**src/rtl/i2s_pkg.sv**
```systemverilog
// i2s_pkg: shared widths and sample types for the I2S sample path.
//   I2S_SAMPLE_W    - packed stereo sample width ({right, left})
//   I2S_CHAN_W      - width of one channel
//   UNDERRUN_CNT_W  - width of the saturating underrun counter
package i2s_pkg;

  localparam int unsigned I2S_SAMPLE_W   = 48;
  localparam int unsigned I2S_CHAN_W     = 24;
  localparam int unsigned UNDERRUN_CNT_W = 16;

  typedef logic [I2S_SAMPLE_W-1:0] sample_t;

  typedef struct packed {
    logic [I2S_CHAN_W-1:0] right;
    logic [I2S_CHAN_W-1:0] left;
  } stereo_t;

endpackage

```
**src/rtl/i2s_fifo_mem.sv**
```systemverilog
// i2s_fifo_mem: DEPTH x 48-bit sample storage, synchronous write, asynchronous read.
// Ports:
//   clk   - write clock (rising edge)
//   we    - write enable
//   waddr - write address
//   wdata - write data
//   raddr - read address
//   rdata - read data, combinational from raddr
// Contents are never reset; validity is tracked by the owner's pointers.
module i2s_fifo_mem
  import i2s_pkg::*;
#(
  parameter int unsigned FIFO_LEN_BITS = 4
) (
  input  logic                     clk,
  input  logic                     we,
  input  logic [FIFO_LEN_BITS-1:0] waddr,
  input  sample_t                  wdata,
  input  logic [FIFO_LEN_BITS-1:0] raddr,
  output sample_t                  rdata
);

  localparam int unsigned DEPTH = 2 ** FIFO_LEN_BITS;

  sample_t mem [DEPTH];

  always_ff @(posedge clk) begin
    if (we) mem[waddr] <= wdata;
  end

  assign rdata = mem[raddr];

endmodule

```
**src/rtl/i2s_sample_fifo.sv**
```systemverilog
// i2s_sample_fifo: first-word-fall-through sample FIFO between the register
// file (producer) and the I2S/DAC consumer.
// Ports:
//   clk, rst        - clock, synchronous active-high reset
//   software_rst    - synchronous flush (pointers and level to zero)
//   in_data/valid   - push side; in_ready = !fifo_full && !software_rst
//   out_data/valid  - head sample, valid whenever not empty
//   out_ready       - pop request
//   fifo_threshold  - low-watermark; fifo_low = level < threshold
//   fifo_level      - registered entry count 0..DEPTH
//   fifo_full/empty/low - status flags derived from fifo_level
//   underrun_clr    - clears underrun_count
//   underrun_count  - saturating count of pop requests while empty
// Build option: define I2S_FIFO_UNDERRUN_CNT_EN to include the underrun
// counter; otherwise underrun_count is tied to zero and underrun_clr ignored.
module i2s_sample_fifo
  import i2s_pkg::*;
#(
  parameter int unsigned FIFO_LEN_BITS = 4
) (
  input  logic                      clk,
  input  logic                      rst,
  input  logic                      software_rst,
  input  logic [I2S_SAMPLE_W-1:0]   in_data,
  input  logic                      in_valid,
  output logic                      in_ready,
  output logic [I2S_SAMPLE_W-1:0]   out_data,
  output logic                      out_valid,
  input  logic                      out_ready,
  input  logic [FIFO_LEN_BITS:0]    fifo_threshold,
  output logic [FIFO_LEN_BITS:0]    fifo_level,
  output logic                      fifo_full,
  output logic                      fifo_empty,
  output logic                      fifo_low,
  input  logic                      underrun_clr,
  output logic [UNDERRUN_CNT_W-1:0] underrun_count
);

  localparam int unsigned DEPTH = 2 ** FIFO_LEN_BITS;
  localparam logic [FIFO_LEN_BITS:0] LEVEL_FULL = (FIFO_LEN_BITS + 1)'(DEPTH);

  logic [FIFO_LEN_BITS-1:0] wr_ptr;
  logic [FIFO_LEN_BITS-1:0] rd_ptr;
  logic [FIFO_LEN_BITS:0]   level;
  logic                     push;
  logic                     pop;

  assign fifo_level = level;
  assign fifo_full  = (level == LEVEL_FULL);
  assign fifo_empty = (level == '0);
  assign fifo_low   = (level < fifo_threshold);

  assign in_ready  = !fifo_full && !software_rst;
  assign out_valid = !fifo_empty;

  assign push = in_valid && in_ready;
  // A flush discards the pop along with everything else that cycle.
  assign pop  = out_valid && out_ready && !software_rst;

  always_ff @(posedge clk) begin
    if (rst || software_rst) begin
      wr_ptr <= '0;
      rd_ptr <= '0;
      level  <= '0;
    end else begin
      if (push) wr_ptr <= wr_ptr + 1'b1;
      if (pop)  rd_ptr <= rd_ptr + 1'b1;
      case ({push, pop})
        2'b10:   level <= level + 1'b1;
        2'b01:   level <= level - 1'b1;
        default: level <= level;
      endcase
    end
  end

  i2s_fifo_mem #(
    .FIFO_LEN_BITS(FIFO_LEN_BITS)
  ) u_mem (
    .clk   (clk),
    .we    (push && !rst),
    .waddr (wr_ptr),
    .wdata (in_data),
    .raddr (rd_ptr),
    .rdata (out_data)
  );

`ifdef I2S_FIFO_UNDERRUN_CNT_EN
  logic [UNDERRUN_CNT_W-1:0] underrun_q;

  always_ff @(posedge clk) begin
    if (rst || underrun_clr) begin
      underrun_q <= '0;
    end else if (out_ready && fifo_empty && !software_rst && (underrun_q != '1)) begin
      underrun_q <= underrun_q + 1'b1;
    end
  end

  assign underrun_count = underrun_q;
`else
  logic unused_underrun_clr;

  assign unused_underrun_clr = underrun_clr;
  assign underrun_count      = '0;
`endif

endmodule

```
**config.mk**
```make
export PLATFORM = sky130hd
export DESIGN_NAME = i2s_sample_fifo
export DESIGN_NICKNAME = d
export VERILOG_FILES = /design/src/rtl/i2s_pkg.sv /design/src/rtl/i2s_fifo_mem.sv /design/src/rtl/i2s_sample_fifo.sv
export SDC_FILE = /design/constraint.sdc
export NUM_CORES = 1
export LEC_CHECK = 0
export ABC_AREA = 1
export CAP_MARGIN = 25
export CORE_UTILIZATION = 52
export CTS_CLUSTER_DIAMETER = 80
export CTS_CLUSTER_SIZE = 28
export DETAILED_ROUTE_END_ITERATION = 12
export GPL_TIMING_DRIVEN = 0
export PLACE_DENSITY_LB_ADDON = 0.25
export RECOVER_POWER = 50
export SKIP_LAST_GASP = 1
export SLEW_MARGIN = 20
export SYNTH_ARGS = -nofsm -noshare
export SYNTH_HDL_FRONTEND = slang
export SYNTH_HIERARCHICAL = 1
export SYNTH_SLANG_ARGS = --single-unit
```
**constraint.sdc**
```tcl
create_clock -name clk -period 6 [get_ports clk]
set_clock_uncertainty 0.1 [all_clocks]
set_input_delay 0.9 -clock clk [delete_from_list [all_inputs] [get_ports clk]]
set_output_delay 0.9 -clock clk [all_outputs]
set_load 0.02 [all_outputs]
```
Run 1, wiring heat map:
Drawn at 1.5 px/µm. 26 x 26 tiles, from black (low) to pale yellow (high), scaled to the fullest tile. Values are wire area over tile area, all layers added.
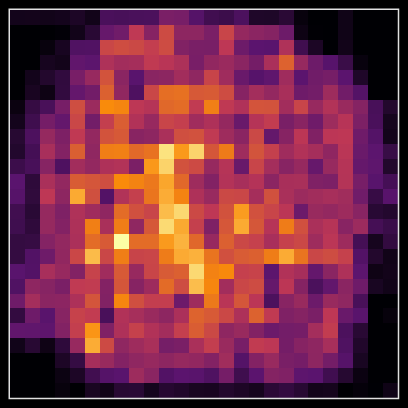
nearly empty tiles: 8.1%
tiles over half the peak: 26%
mean over tiles: 0.22
densest ninth of the die: middle
fullest tile: 0.62

Run 1, clock wiring as the flow saved it:
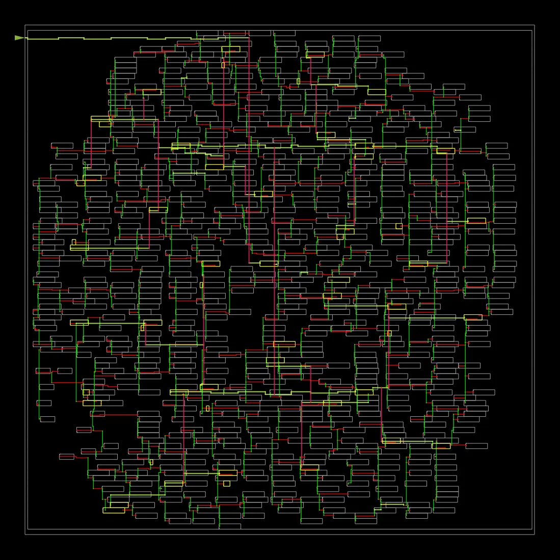
clock buf count: 43
Power Clock: 0.00292 W

==> impl_metrics.json, run 1 <==
{
  "ys_types": 29,
  "grt_pass1_wl_um": 134100,
  "post_dp_cell_area_um2": 37350,
  "io_buffer_count": 114,
  "clkTransAtPathRegs_ns": 0.10,
  "rsz0062_at_grt": "no",
  "arrival_ns": 3.41,
  "cts_max_level": 2,
  "critPathSlowestCell": "clkbuf_1",
  "cts_tree": "done",
  "syn_inst": 3288,
  "drc": 0,
  "top_cell": "nand2_1",
  "end_kind": "primary output",
  "syn_area_um2": 34190,
  "overflow": 0,
  "p_clk_share_pct": 30.1,
  "viasPerCell": 5.327,
  "cts.sinks": 781,
  "start_kind": "flip-flop",
  "maxCapViolCount": 0,
  "report.final.slew_viol_count": 0,
  "synth_seq_share_pct": 68.21,
  "fin_area_um2": 38410,
  "power.share.sequential_pct": 61.9,
  "io_pins": 133,
  "gp_congestion": 0.8288,
  "synth-edff-count": 768,
  "yosys_most_used_dff": "edfxtp_1",
  "vias": 23230,
  "worst_pin_slew_ns": 1.443,
  "cts_buffer_depth": 3,
  "crit_chain": "clkbuf_1 -> buf_1 -> nand3_1 -> nand2_1 -> clkdlybuf4s50_1",
  "area_growth_pct": 12.33,
  "criticalPathCategory": "flip-flop to primary output",
  "globalRouteTotalUtil_pct": 27.00,
  "yosys_cells": 3288,
  "power_w": 0.009701,
  "max-vdd-ir-drop_v": 0.0001618,
  "cp_top_family": "buffers and inverters",
  "fp_util_pct": 52.85,
  "finalSetupViolations": 0,
  "avgSynthCellArea_um2": 10.40,
  "wl_per_cell_um": 20.46,
  "slew_headroom_pct": 3.454,
  "first_global_vias": 21930,
  "worstSkewPairLatency_ns": 0.59,
  "dieArea_um2": 66780,
  "top_area_share_pct": 67.45,
  "fmax_mhz": 226.8,
  "final_util_pct": 59.37,
  "cts_setup_buffers": 0,
  "power.switching_w": 0.002196,
  "ant_nets": 0,
  "finalCritPeriodShare_pct": 73.50,
  "warning_count": 27,
  "cts-root-buf": "clkbuf_16",
  "ys_ff": 781,
  "grt_max_degree": 30,
  "yosys-stat-area_um2": 34190,
  "yosysTopAreaCell": "edfxtp_1",
  "first_pass_iters": 5,
  "async_flop_share_pct": 0,
  "swShare_pct": 22.64,
  "place_hpwl_um": 59600,
  "holdBufCountCts": 0,
  "routed_wl_um": 89250,
  "cts_buffers": 36,
  "p_comb_share_pct": 7.9,
  "internal_power_w": 0.007505,
  "die.size.y_um": 258.4,
  "top_cells_by_count": "nand2_1 (1049), edfxtp_1 (768), inv_1 (614)",
  "slowest_delay_ns": 0.74,
  "row_count": 93,
  "cts_resized": 0,
  "period_minus_slack_ns": 4.410,
  "cp.required_ns": 5.00,
  "min_path_type": "flip-flop to flip-flop",
  "ys_warn_count": 6,
  "antenna_found_initial": 3,
  "drtIter0Drc": 2394,
  "chipWidth_um": 258.4,
  "cellLeakagePower_nw": 16.21,
  "hold_viol": 0,
  "synthTopCellsByArea": "edfxtp_1 (67%), nand2_1 (12%), nand3_1 (8.5%)",
  "outcome": "completed",
  "coreArea_um2": 64700,
  "nets": 3559,
  "drive_gt1_share_pct": 7.218,
  "power.density_nw_per_um2": 252.6,
  "worstPathMaxFanout": 10,
  "path_buffers": 3
}
Run 1, met3 routing:
Drawn at 2 px/µm.
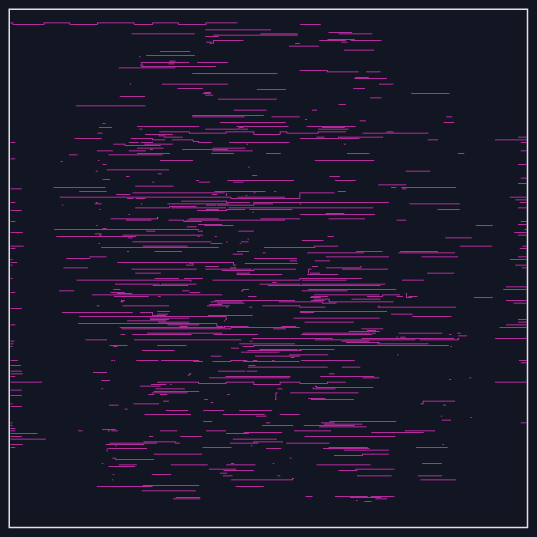
nets with wire on the layer: 316
wire length on this layer: 8200 µm
longest straight run: 97.3 µm
share of all routed wire: 9.2%
main direction: horizontal

Run 1, cells by drive strength:
Drawn at 2 px/µm.
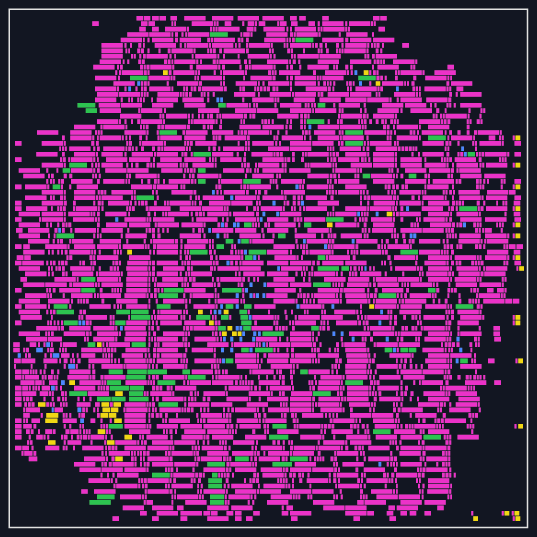
legend:
  x3 and x4:
    colour: yellow
    cells: 48
    share: 1.4%
    most_used: buf_4
  x1 and smaller:
    colour: magenta
    cells: 3252
    share: 93%
    most_used: nand2_1
  x6 and larger:
    colour: green
    cells: 113
    share: 3.2%
    most_used: clkbuf_16
  x2:
    colour: blue
    cells: 92
    share: 2.6%
    most_used: buf_2

==> run 1: final timing paths <==
check / endpoint / slack, ns / start / depth (start not counted)
worst min-delay path: rd_ptr[2]$_SDFFE_PP0P_ / 0.40 / rd_ptr[2]$_SDFFE_PP0P_ / 2
worst max register to register: u_mem/mem[13][38]$_DFFE_PP_ / 2.62 / fifo_level[3]$_SDFFE_PP0P_ / 7
worst max-delay path: out_data[37] / 1.59 / rd_ptr[3]$_SDFFE_PP0P_ / 5
worst min register to register: rd_ptr[2]$_SDFFE_PP0P_ / 0.40 / rd_ptr[2]$_SDFFE_PP0P_ / 2
==> run 1: tightest hold or removal path, stage by stage (launching register included) <==
cell	delay, ns
dfxtp_1	0.35
inv_1	0.06
a21oi_1	0.05
==> run 1: state kept, by name, indices dropped and copies added, names as in the netlist <==
name / count
fifo_level: 5
rd_ptr: 4
wr_ptr: 4
u_mem/mem: 768
==> run 1: kinds of logic after synthesis <==
group | Yosys count | share of synthesized area, %
AOI/OAI and AO/OA | 12 | 0.1866
xor gates and xnor gates | 1 | 0.02562
adders and majority gates | 11 | 0.4245
buffers and inverters | 794 | 10.14
DFF | 781 | 68.21
other | 1 | 0.01097
and+or+nand+nor | 1688 | 21.00
==> run 1: routing by layer <==
metal	track usage [%]	vias up	part of all wire [%]
met5	0	-	0.038
met4	9.402	6	3.2
met3	4.137	173	9.2
met2	44.03	1048	47
met1	37.04	11090	41
li1	-	10920	-
==> run 1: cells in the final DEF (no fill, tap or decap), types with 3 or more instances in the layout <==
cell                n
nand2_1          1049
edfxtp_1          768
inv_1             614
nand3_1           584
buf_2              79
clkdlybuf4s50_1    62
dlygate4sd3_1      52
clkbuf_16          37
buf_6              35
clkbuf_1           32
buf_4              28
nor2_1             21
buf_12             21
conb_1             16
nor2_4             14
dfxtp_1            13
buf_16             12
ha_1               10
a21oi_1             8
nand4_1             7
buf_1               7
o21ai_0             4
nand3_2             3
nand3b_1            3
nor2_2              3
clkinv_4            3
==> run 1: area by class of cell <==
type                            count  area [µm²]
Antenna cell                        1       2.502
Buffer                            177        1144
Clock buffer                       43       948.4
Clock inverter                     11       162.7
Fill cell                        5229       26290
Inverter                          617        2318
Multi-Input combinational cell   1728        7533
Sequential cell                   781       23320
Tap cell                          855        1070
Timing Repair Buffer              148        1907
==> run 1: per-stage QoR <==
step           setup slack (ns)  std cells  hold WS [ns]  TNS, ns
2_1_floorplan             1.851       3303        0.3647        0
3_3_place_gp            -0.9067       4272        0.3864  -594.22
3_5_place_dp              2.070       4306        0.3909        0
4_1_cts                   1.591       4360        0.4044        0
5_1_grt                   1.512       4360        0.4506        0
6_report                  1.590       4361        0.3962        0
==> run 1: power by group through the flow <==
stage / combinational (W) / clock (W) / sequential [W]
finish: 0.000769 / 0.00292 / 0.00601
global route: 0.000832 / 0.00314 / 0.00601
CTS: 0.000774 / 0.00297 / 0.00601
detailed placement: 0.000771 / 0 / 0.00613
global placement: 0.000752 / 0 / 0.00613
floorplan: 0.000404 / 0 / 0.00613
==> run 2: changes to the inputs <==
Clock period 6 ns to 4.3 ns, I/O delays scaled along.
Run 2, met3 routing:
Drawn at 2 px/µm.
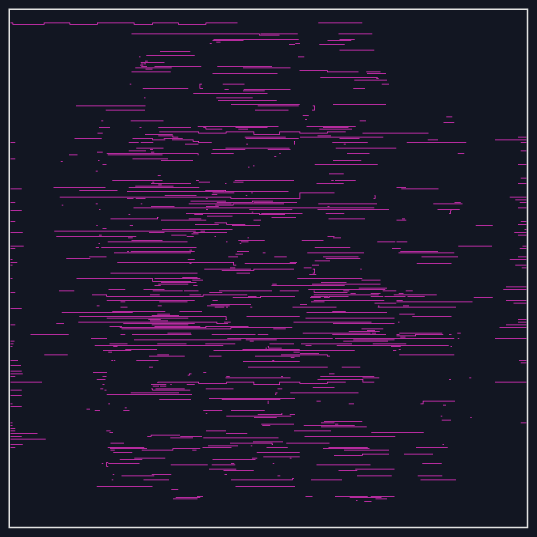
longest straight run: 120 µm
wire length on this layer: 8630 µm

==> run 2 against run 1 <==
  * Sequential share of layout area hardly changed
  * Flip-flop count unchanged
  * Non-clock buffer count did not move
  * Worst setup slack got worse by 1.5 ns
  * Cell area about the same
  * Register-to-register slack worse by 1.7 ns
==> impl_metrics.json, run 2 <==
{
  "outcome": "completed",
  "internal_power_w": 0.01047,
  "drtIter0Drc": 2494,
  "reg2reg_depth": 7,
  "lay_top_cells": "nand2_1 (1049), edfxtp_1 (768), inv_1 (614)",
  "period_minus_slack_ns": 4.178,
  "worst_pin_slew_ns": 1.415,
  "coreArea_um2": 64700,
  "globalRouteTotalUtil_pct": 27.00,
  "worstPathMaxFanout": 10,
  "cts-root-buf": "clkbuf_16",
  "cts_buffer_depth": 3,
  "ys_sh_mux_pct": 0,
  "report.final.slew_viol_count": 0,
  "avgSynthCellArea_um2": 10.40,
  "cts_max_level": 2,
  "ant_nets": 0,
  "arrival_ns": 3.43,
  "synthTopCellsByArea": "edfxtp_1 (67%), nand2_1 (12%), nand3_1 (8.5%)",
  "finalSetupViolations": 0,
  "fin_hold_ws_ns": 0.3143,
  "p_clk_share_pct": 30.2,
  "maxCapViolCount": 0,
  "dieArea_um2": 66780,
  "holdBufCountCts": 0,
  "yosys_most_used_dff": "edfxtp_1",
  "cp.required_ns": 3.56,
  "tns_ns": 0,
  "yosys_cells": 3288,
  "clkTransAtPathRegs_ns": 0.10,
  "antennaDiodeCount": 0,
  "largest_register_ffs": 768,
  "syn_area_um2": 34190,
  "overflow": 0,
  "hold_viol": 0,
  "ys_warn_count": 6,
  "ys_top_logic_family": "simple AND/OR/NAND/NOR gates",
  "top_area_share_pct": 67.45,
  "criticalPathCategory": "flip-flop to primary output",
  "slew_headroom_pct": 5.315,
  "synth-edff-count": 768,
  "nets": 3559,
  "critPathSlowestCell": "clkbuf_1",
  "worst-path-stages": 5,
  "top_cells_by_count": "nand2_1 (1049), edfxtp_1 (768), inv_1 (614)",
  "first_global_vias": 21930,
  "regMostFlops": "u_mem/mem",
  "drc": 0,
  "area_growth_pct": 12.28,
  "drive_gt1_share_pct": 7.218,
  "top_cell": "nand2_1",
  "cts_setup_buffers": 0,
  "crit_chain": "clkbuf_1 -> buf_1 -> nand3_1 -> nand2_1 -> clkdlybuf4s50_1",
  "layout_top_cell": "nand2_1",
  "cp_top_family": "buffers and inverters",
  "yosysTopAreaCell": "edfxtp_1",
  "min_path_type": "input pin to flip-flop",
  "fin_ws_ns": 0.1217,
  "path_buffers": 3,
  "power.switching_w": 0.003065,
  "p_comb_share_pct": 7.9,
  "ys_sh_aoi_pct": 0.1866,
  "cellLeakagePower_nw": 16.21,
  "chipWidth_um": 258.4,
  "vias": 23250,
  "end_kind": "primary output",
  "power.density_nw_per_um2": 352.6,
  "wl_per_cell_um": 20.47,
  "io_buffer_count": 114,
  "viasPerCell": 5.331,
  "power.share.sequential_pct": 61.9,
  "max-vdd-ir-drop_v": 0.0002248,
  "start_kind": "flip-flop",
  "ys_types": 29,
  "whs_path_depth": 3,
  "swShare_pct": 22.65,
  "cts_tree": "done",
  "routed_wl_um": 89250,
  "simple_gate_area_share_pct": 21.00,
  "first_pass_iters": 5,
  "rsz0062_at_grt": "no",
  "warning_count": 27,
  "grt_pass1_wl_um": 134100
}
Run 2, clock wiring as the flow saved it:
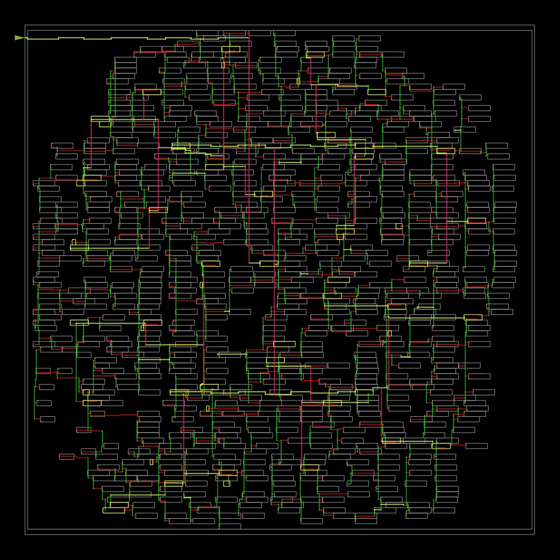
Seq cells: 781
# clock sinks: 781
TritonCTS Buffers: 36
Latency at later pin: 0.59 ns

-- run 2: cell counts after synthesis --
Identical to the previous run, type by type.
-- run 2: final timing paths --
path                              start                           to
max              rd_ptr[3]$_SDFFE_PP0P_                 out_data[44]
min reg2reg      rd_ptr[2]$_SDFFE_PP0P_       rd_ptr[2]$_SDFFE_PP0P_
max reg2reg  fifo_level[3]$_SDFFE_PP0P_  u_mem/mem[13][28]$_DFFE_PP_
min                           out_ready       rd_ptr[2]$_SDFFE_PP0P_
-- run 2: power by group through the flow --
stage | combinational (W) | sequential [W] | clock (W)
finish | 0.00107 | 0.00838 | 0.00408
global route | 0.00116 | 0.00839 | 0.00439
CTS | 0.00108 | 0.00838 | 0.00415
detailed placement | 0.00108 | 0.00856 | 0
global placement | 0.00105 | 0.00856 | 0
floorplan | 0.000564 | 0.00856 | 0
-- run 2: worst reg2reg max path, delay by kind of cell (launching register included) --
family	cells	cell delay [ns]
buf+inv	1	0.29
flops	1	0.51
simple gates	6	2.13
-- run 2: layer usage --
| layer | GRT usage [%] | part of all wire [%] | vias up |
|---|---|---|---|
| met5 | 0 | 0.038 | - |
| met4 | 9.402 | 3.4 | 6 |
| met3 | 4.137 | 9.7 | 196 |
| met2 | 44.03 | 47 | 1136 |
| met1 | 37.04 | 40 | 11000 |
| li1 | - | - | 10910 |
-- run 2: cell families (layout without fill, tap and decap cells) --
family                   after synthesis  count (layout)
AND/OR/NAND/NOR                     1688            1688
buffers and inverters                794             996
flip-flops                           781             781
AND-OR/OR-AND                         12              12
adder cells (fa/ha/maj)               11              11
other                                  1              16
XOR/XNOR                               1               1
-- run 2: area by class of cell --
type,instances,area [µm²]
repair buffers,148,1907
flip-flops and latches,781,23320
multi-input cells,1728,7517
clock inverters,11,162.7
inverters,617,2318
plain buffers,177,1145
clock buffers,43,948.4
well taps,855,1070
fillers,5237,26310
-- run 2: per-stage QoR --
step / cell area, µm² / total power [W] / instances
CTS: 38460 / 0.01361 / 4360
global route: 38390 / 0.01393 / 4360
detailed placement: 37350 / 0.009634 / 4306
finish: 38390 / 0.01353 / 4360
global placement: 36460 / 0.009610 / 4272
floorplan: 34250 / 0.009123 / 3303
==> run 3: changes to the inputs <==
Settings changed: CTS_BUF_LIST set to sky130_fd_sc_hd__clkbuf_16.
Run 3, wiring heat map:
Drawn at 1.5 px/µm. 26 x 26 tiles, from black (low) to pale yellow (high), scaled to the fullest tile. Values are wire area over tile area, all layers added.
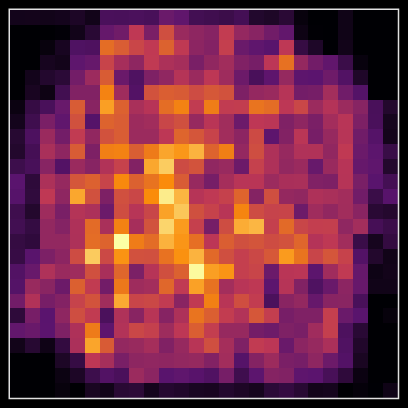
mean over tiles: 0.22
densest ninth of the die: middle
fullest tile: 0.62
nearly empty tiles: 8.1%
tiles over half the peak: 28%

==> run 3 against run 2 <==
  * Area after synthesis is the same
  * Sequential power hardly changed
  * Via count decreased by 0.14%
  * Worst hold slack is essentially flat
  * Final cell count unchanged
==> impl_metrics.json, run 3 <==
{
  "outcome": "completed",
  "hold_path.startpoint": "out_ready",
  "min_path_type": "input pin to flip-flop",
  "cts_resized": 0,
  "lay_top_cells": "nand2_1 (1049), edfxtp_1 (768), inv_1 (620)",
  "synthXorXnorAreaFrac_pct": 0.02562,
  "coreArea_um2": 64700,
  "ys_ff": 781,
  "whs_endpoint": "rd_ptr[2]$_SDFFE_PP0P_",
  "top_cells_by_count": "nand2_1 (1049), edfxtp_1 (768), inv_1 (614)",
  "maxCapViolCount": 0,
  "cp_top_family": "buffers and inverters",
  "reg2reg_depth": 7,
  "arrival_ns": 3.44,
  "vias": 23210,
  "clkTransAtPathRegs_ns": 0.10,
  "start_kind": "flip-flop",
  "r2r_end": "u_mem/mem[13][28]$_DFFE_PP_",
  "post_dp_cell_area_um2": 37350,
  "layout_top_cell": "nand2_1",
  "period_minus_slack_ns": 4.183,
  "yosysTopAreaCell": "edfxtp_1",
  "top_area_share_pct": 67.45,
  "report.final.slew_viol_count": 0,
  "fmax_mhz": 239.0,
  "antennaDiodeCount": 0,
  "worst_pin_slew_ns": 1.398,
  "gp_congestion": 0.8288,
  "finalSetupViolations": 0,
  "regMostFlops": "u_mem/mem",
  "area_growth_pct": 12.28,
  "stdcell_count": 4360,
  "simple_gate_area_share_pct": 21.00,
  "globalRouteTotalUtil_pct": 27.00,
  "drive_gt1_share_pct": 7.218,
  "cts_max_level": 2,
  "cts-root-buf": "clkbuf_16",
  "drtIter0Drc": 2487,
  "slew_headroom_pct": 6.428,
  "slowest_delay_ns": 0.73,
  "fp_util_pct": 52.85,
  "final_util_pct": 59.34,
  "end_kind": "primary output",
  "grt_pass1_wl_um": 134100,
  "ys_sh_aoi_pct": 0.1866,
  "first_pass_iters": 6,
  "rsz0062_at_grt": "no",
  "max-vdd-ir-drop_v": 0.0002254,
  "fin_area_um2": 38390,
  "cp.required_ns": 3.56,
  "holdBufCountCts": 0,
  "viasPerCell": 5.324,
  "cts_buffer_depth": 3,
  "rrSetupSlack_ns": 0.95,
  "worstSkewPairLatency_ns": 0.59,
  "dieArea_um2": 66780,
  "synth-edff-count": 768,
  "io_pins": 133,
  "critPathSlowestCell": "clkbuf_1",
  "cts_buffers": 36,
  "dp_cells": 4306,
  "wl_per_cell_um": 20.48,
  "routed_wl_um": 89310,
  "criticalPathCategory": "flip-flop to primary output",
  "ys_types": 29
}
Run 3, cells by drive strength:
Drawn at 2 px/µm.
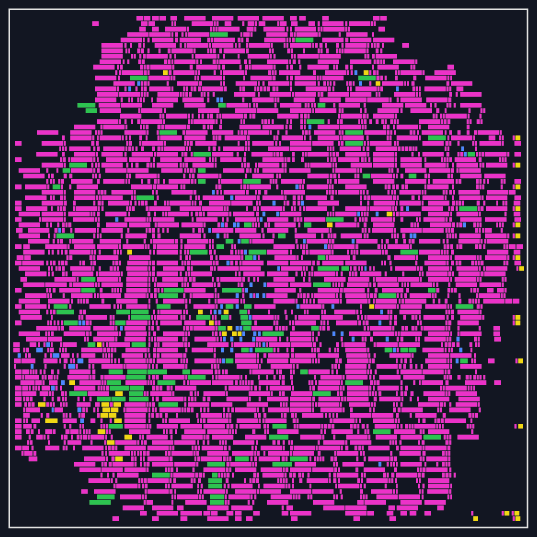
legend:
  x6 and larger:
    colour: green
    cells: 113
    share: 3.2%
    most_used: clkbuf_16
  x3 and x4:
    colour: yellow
    cells: 46
    share: 1.3%
    most_used: buf_4
  x2:
    colour: blue
    cells: 94
    share: 2.7%
    most_used: buf_2
  x1 and smaller:
    colour: magenta
    cells: 3252
    share: 93%
    most_used: nand2_1

run 3: worst max-delay path by stage:
stage                                 startpoint                    endpoint  slack, ns  cells after the start
after CTS                 rd_ptr[3]$_SDFFE_PP0P_                out_data[41]       0.15                      5
after global routing      rd_ptr[1]$_SDFFE_PP0P_                out_data[21]       0.07                      7
final                     rd_ptr[3]$_SDFFE_PP0P_                out_data[44]       0.12                      5
after floorplan                     software_rst  u_mem/mem[12][0]$_DFFE_PP_       0.41                      6
after global placement              software_rst  u_mem/mem[6][35]$_DFFE_PP_      -2.35                      7
after detailed placement            software_rst  u_mem/mem[6][35]$_DFFE_PP_       0.63                     10
run 3: tightest hold or removal path: stages:
cell and delay (ns):
buf_2 0.16, nand4_1 0.12, a21oi_2 0.05
run 3: cell type report:
class                           count  area, µm²  share of cell area [%]
Inverter                          617       2318                   6.039
Clock buffer                       37      925.9                   2.412
Multi-Input combinational cell   1728       7517                   19.58
Buffer                            177       1145                   2.982
Sequential cell                   781      23320                   60.75
Tap cell                          855       1070                   2.787
Clock inverter                     17      185.2                  0.4824
Timing Repair Buffer              148       1907                   4.967
run 3: cell families (layout without fill, tap and decap cells):
group	count (synthesis)	count (layout)
AND/OR/NAND/NOR	1688	1688
other	1	16
flip-flops	781	781
buffers and inverters	794	996
XOR/XNOR	1	1
AND-OR/OR-AND	12	12
adder cells (fa/ha/maj)	11	11
run 3: report_power, final:
part | leakage [nW] | internal (W) | switching, W | total (W)
Combinational | 8.65 | 0.000349 | 0.000722 | 0.00107
Sequential | 7.01 | 0.00837 | 0.0000127 | 0.00838
Clock | 0.566 | 0.00174 | 0.00234 | 0.00407
run 3: metal layers:
layer,vias to the layer above,track usage (%),share of wire (%)
met5,-,0,0.038
met4,6,9.418,3.4
met3,182,4.049,9.1
met2,1095,44.01,47
met1,11010,37.12,41
li1,10920,-,-
run 3: through the flow:
stage          hold WS (ns)  power [W]  setup WS [ns]
6_report             0.3142    0.01353         0.1168
5_1_grt              0.3514    0.01392        0.06738
4_1_cts              0.2848    0.01360         0.1465
3_5_place_dp         0.3909   0.009634         0.6252
3_3_place_gp         0.3864   0.009610         -2.352
2_1_floorplan        0.3647   0.009123         0.4060
No activity file was given, so power comes from the tool's default toggle rates.
